<file path="config.mk">
export PLATFORM = sky130hd
export DESIGN_NAME = dcache_ctrl
export DESIGN_NICKNAME = d
export VERILOG_FILES = /design/src/rtl/dcache_ctrl.sv
export SDC_FILE = /design/constraint.sdc
export NUM_CORES = 2
export LEC_CHECK = 0
export CAP_MARGIN = 0
export CORE_ASPECT_RATIO = 0.5
export CORE_MARGIN = 10
export CORE_UTILIZATION = 40
export DETAILED_ROUTE_END_ITERATION = 6
export PLACE_DENSITY = 0.65
export SLEW_MARGIN = 20
export SYNTH_ARGS = -nofsm -noshare
export SYNTH_HDL_FRONTEND = slang
export SYNTH_SLANG_ARGS = --single-unit
</file>
<file path="constraint.sdc">
create_clock -name clk -period 14.3 [get_ports clk]
set_input_delay 1.43 -clock clk [delete_from_list [all_inputs] [get_ports clk]]
set_output_delay 1.43 -clock clk [all_outputs]
set_load 0.05 [all_outputs]
</file>
<file path="src/rtl/dcache_ctrl.sv">
// Blocking direct-mapped write-through, no-write-allocate data cache. Read hits complete in the request cycle.
// A read miss stalls 1 + WPL*(L+1) cycles. A store stalls until its single memory ack.
module dcache_ctrl #(
  parameter int ADDR_W = 32,
  parameter int LINES  = 16,
  parameter int WPL    = 4
) (
  input  logic              clk,
  input  logic              reset,
  input  logic              req,
  input  logic              we,
  input  logic [ADDR_W-1:0] addr,
  input  logic [31:0]       wdata,
  output logic [31:0]       rdata,
  output logic              cache_ready,
  output logic              mem_req,
  output logic              mem_we,
  output logic [ADDR_W-1:0] mem_addr,
  output logic [31:0]       mem_wdata,
  input  logic [31:0]       mem_rdata,
  input  logic              mem_ack,
  output logic [31:0]       hit_count,
  output logic [31:0]       miss_count
);
  localparam int IW = $clog2(LINES);
  localparam int OW = $clog2(WPL);
  localparam int TW = ADDR_W - IW - OW - 2;

  typedef enum logic [1:0] {IDLE, REFILL, WRITE} state_t;

  state_t             state_q, state_d;
  logic [LINES-1:0]   valid_q, valid_d;
  logic [TW-1:0]      tag_q  [LINES];
  logic [31:0]        data_q [LINES][WPL];
  logic [OW-1:0]      beat_q, beat_d;
  logic               replay_q, replay_d;
  logic [31:0]        hit_cnt_q, hit_cnt_d;
  logic [31:0]        miss_cnt_q, miss_cnt_d;

  logic [OW-1:0]      off;
  logic [IW-1:0]      idx;
  logic [TW-1:0]      tag;
  logic               hit;
  logic               arr_we, tag_we;
  logic [OW-1:0]      arr_off;
  logic [31:0]        arr_wdat;
  logic               unused_addr_lsb;

  assign off             = addr[OW+1:2];
  assign idx             = addr[IW+OW+1:OW+2];
  assign tag             = addr[ADDR_W-1:IW+OW+2];
  assign unused_addr_lsb = ^addr[1:0];
  assign hit             = valid_q[idx] && (tag_q[idx] == tag);
  assign rdata           = data_q[idx][off];
  assign hit_count       = hit_cnt_q;
  assign miss_count      = miss_cnt_q;

  always_comb begin
    state_d     = state_q;
    valid_d     = valid_q;
    beat_d      = beat_q;
    replay_d    = replay_q;
    hit_cnt_d   = hit_cnt_q;
    miss_cnt_d  = miss_cnt_q;
    cache_ready = 1'b0;
    mem_req     = 1'b0;
    mem_we      = 1'b0;
    mem_addr    = '0;
    mem_wdata   = '0;
    arr_we      = 1'b0;
    tag_we      = 1'b0;
    arr_off     = off;
    arr_wdat    = wdata;
    case (state_q)
      IDLE: begin
        cache_ready = !req || (!we && hit);
        if (req && we) begin
          state_d = WRITE;
        end else if (req && !hit) begin
          state_d    = REFILL;
          beat_d     = '0;
          miss_cnt_d = miss_cnt_q + 32'd1;
        end else if (req) begin
          // The load replayed after a refill is not a first-look hit.
          if (!replay_q) hit_cnt_d = hit_cnt_q + 32'd1;
          replay_d = 1'b0;
        end
      end
      REFILL: begin
        mem_req  = 1'b1;
        mem_addr = {tag, idx, beat_q, 2'b00};
        if (mem_ack) begin
          arr_we   = 1'b1;
          arr_off  = beat_q;
          arr_wdat = mem_rdata;
          beat_d   = beat_q + 1'b1;
          if (beat_q == OW'(WPL - 1)) begin
            valid_d[idx] = 1'b1;
            tag_we       = 1'b1;
            replay_d     = 1'b1;
            state_d      = IDLE;
          end
        end
      end
      WRITE: begin
        mem_req   = 1'b1;
        mem_we    = 1'b1;
        mem_addr  = {addr[ADDR_W-1:2], 2'b00};
        mem_wdata = wdata;
        if (mem_ack) begin
          cache_ready = 1'b1;
          arr_we      = hit;
          state_d     = IDLE;
        end
      end
      default: state_d = IDLE;
    endcase
  end

  always_ff @(posedge clk or posedge reset) begin
    if (reset) begin
      state_q    <= IDLE;
      valid_q    <= '0;
      beat_q     <= '0;
      replay_q   <= 1'b0;
      hit_cnt_q  <= '0;
      miss_cnt_q <= '0;
    end else begin
      state_q    <= state_d;
      valid_q    <= valid_d;
      beat_q     <= beat_d;
      replay_q   <= replay_d;
      hit_cnt_q  <= hit_cnt_d;
      miss_cnt_q <= miss_cnt_d;
    end
  end

  always_ff @(posedge clk) begin
    if (arr_we) data_q[idx][arr_off] <= arr_wdat;
    if (tag_we) tag_q[idx] <= tag;
  end
endmodule

</file>
==> summary.txt <==
Physical implementation

The beginning of the worst register-to-register path is tag_q[12][6]$_DFFE_PP_. The script reports the combined buffer and inverter count of the critical path as 5. The routed wirelength on the met1 layer is recorded as 94100 µm. The signal on the critical path passes through buf_8, buf_12, buf_4, buf_4, mux4_2, mux4_2, mux4_2, clkdlybuf4s50_1.

For reference, compound AND-OR and OR-AND cells occupy 1.05% of the area reported after synthesis. The combinational gate area is 22500 µm². After detailed routing, the met3 layer carries 21800 µm of wire. The chip area is between 200000 and 300000 µm². Of the total power, combinational logic draws 9.6%. The finished layout cell area is between 100000 and 150000 µm².

The fraction of post-synthesis cell area in the top cell type by area is 74.4%. The final cell utilization of the core is a little under half. The flow ran to the end, and the final reports show no timing, DRC or antenna violations. The standby leakage power is 35.1 nW. The placeable core region is around 240000 µm². The total number of warnings across the stage logs is a little under 50. Across all register-to-register paths, the minimum setup slack is 9.52 ns. The critical hold path startpoint is valid_q[15]$_DFFE_PP0P_.

Pin placement for this block handled 264 I/O pins. The detailed router's first-iteration violation count is 6235. The most instantiated library cell after synthesis is sky130_fd_sc_hd__edfxtp_1.

The count of mapped cells out of synthesis is 4261. The source of the critical timing path is addr[5]. Yosys reports the multiplexer fraction of the synthesized area as 18.3%.

Setup total negative slack on the finished layout was measured at 0 ns. The number of gates resized after CTS was 0. The routed design shows a via density per instance of approximately 5.8.

The overall power consumption is 15.6 mW. For this run, the script counts the antenna cells in the layout as 4. The power of the combinational group is ~1.5 mW. The synthesis report names the predominant flop master as sky130_fd_sc_hd__edfxtp_1. The internal power consumption is approximately 12 mW. The main area contributors are sky130_fd_sc_hd__edfxtp_1 (74%), sky130_fd_sc_hd__mux4_2 (17%), sky130_fd_sc_hd__dfrtp_1 (2.2%), sky130_fd_sc_hd__mux2i_1 (0.76%), sky130_fd_sc_hd__mux2_2 (0.52%).

The cell depth of the worst setup path is 8. The synthesis run shows the most used standard cells to be sky130_fd_sc_hd__edfxtp_1 (2432), sky130_fd_sc_hd__mux4_2 (740), sky130_fd_sc_hd__clkbuf_1 (105), sky130_fd_sc_hd__nor2_1 (105), sky130_fd_sc_hd__dfrtp_1 (85). Multi-input combinational cells in the finished layout were counted as approximately 1500. The endpoint class of the critical path is an output pin.

The worst reg2reg path depth is 12. At the placement stage, the worst setup path has a slack of 5.69 ns. The flip-flop count of the largest register, all copies and words added is ~2000. The mean post-synth cell area is 23.0 µm².

The CTS tree is done. From synthesis to final layout, the design area changed by 14.6%. The adder-cell share of the synthesized area is 0.0765%. Per the summary, power density relative to cell area is 138 nW/µm². In the detailed route, the total length drawn on met2 is 125000 µm.

The fmax is approximately 120 MHz. The instance area at placement is 106000 µm². The top layer reached by signal wires is met5.

Setup repair after global routing left no endpoint under its margin.
final_clocks.png
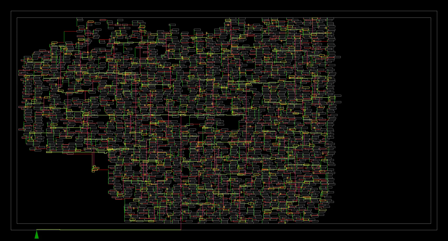
cts bufs inserted: 226
clock insertion delay at the later pin of the skew report: 0.89 ns
power drawn by the clock network: 5.73 mW

clock_map.png
The bar under the picture is 200 µm long.
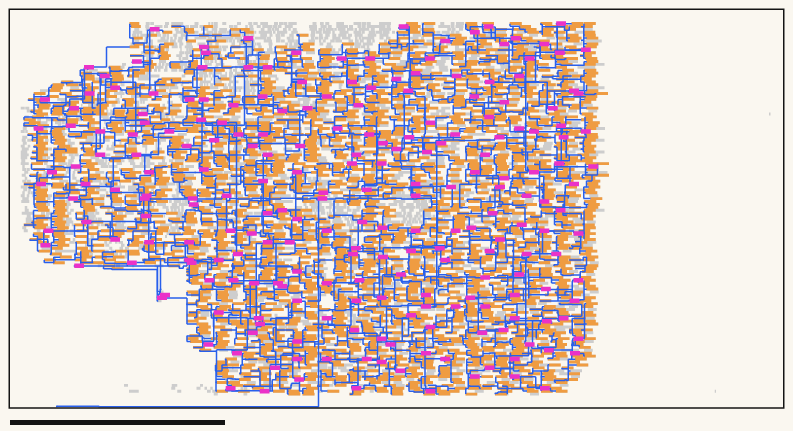
Key: magenta = cells driving clock nets [count 226]; orange = flip-flops [count 2517]; blue = clock wires [length 27.3 mm]
There are 227 routed clock nets.

registers.png
The bar under the picture is 200 µm long. Other sequential cells in the stronger grey, the rest of the logic in the fainter grey.
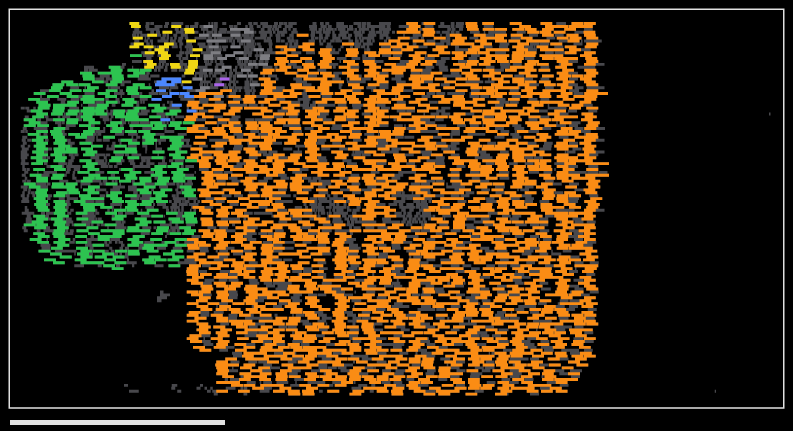
Key: blue = valid_q [flops 16, where top left]; orange = data_q [flops 2048]; green = tag_q [flops 384]; purple = state_q [flops 2]; yellow = hit_count [flops 32, where top left]
Another 35 sequential cells are not coloured.

zoom.png
Window x 525 to 555, y 78 to 108 µm. Cells in grey, sequential cells in the stronger grey; small squares are vias.
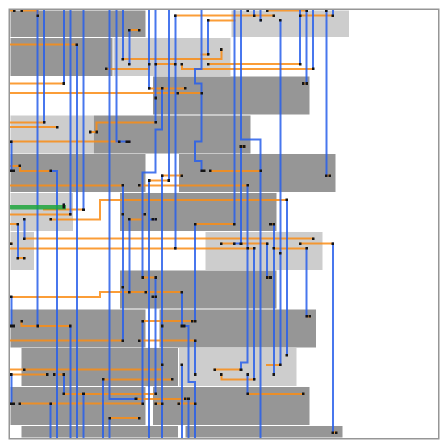
Key: blue = met2; orange = met1; green = met3
Most frequent: edfxtp_1 (13), mux4_2 (5), clkbuf_16 (1). Sequential cells in the window: 13. Netlist names of flops here include data_q (13). 19 logic cells have their middle in the window.

Power is estimated from default activity; no workload was simulated.
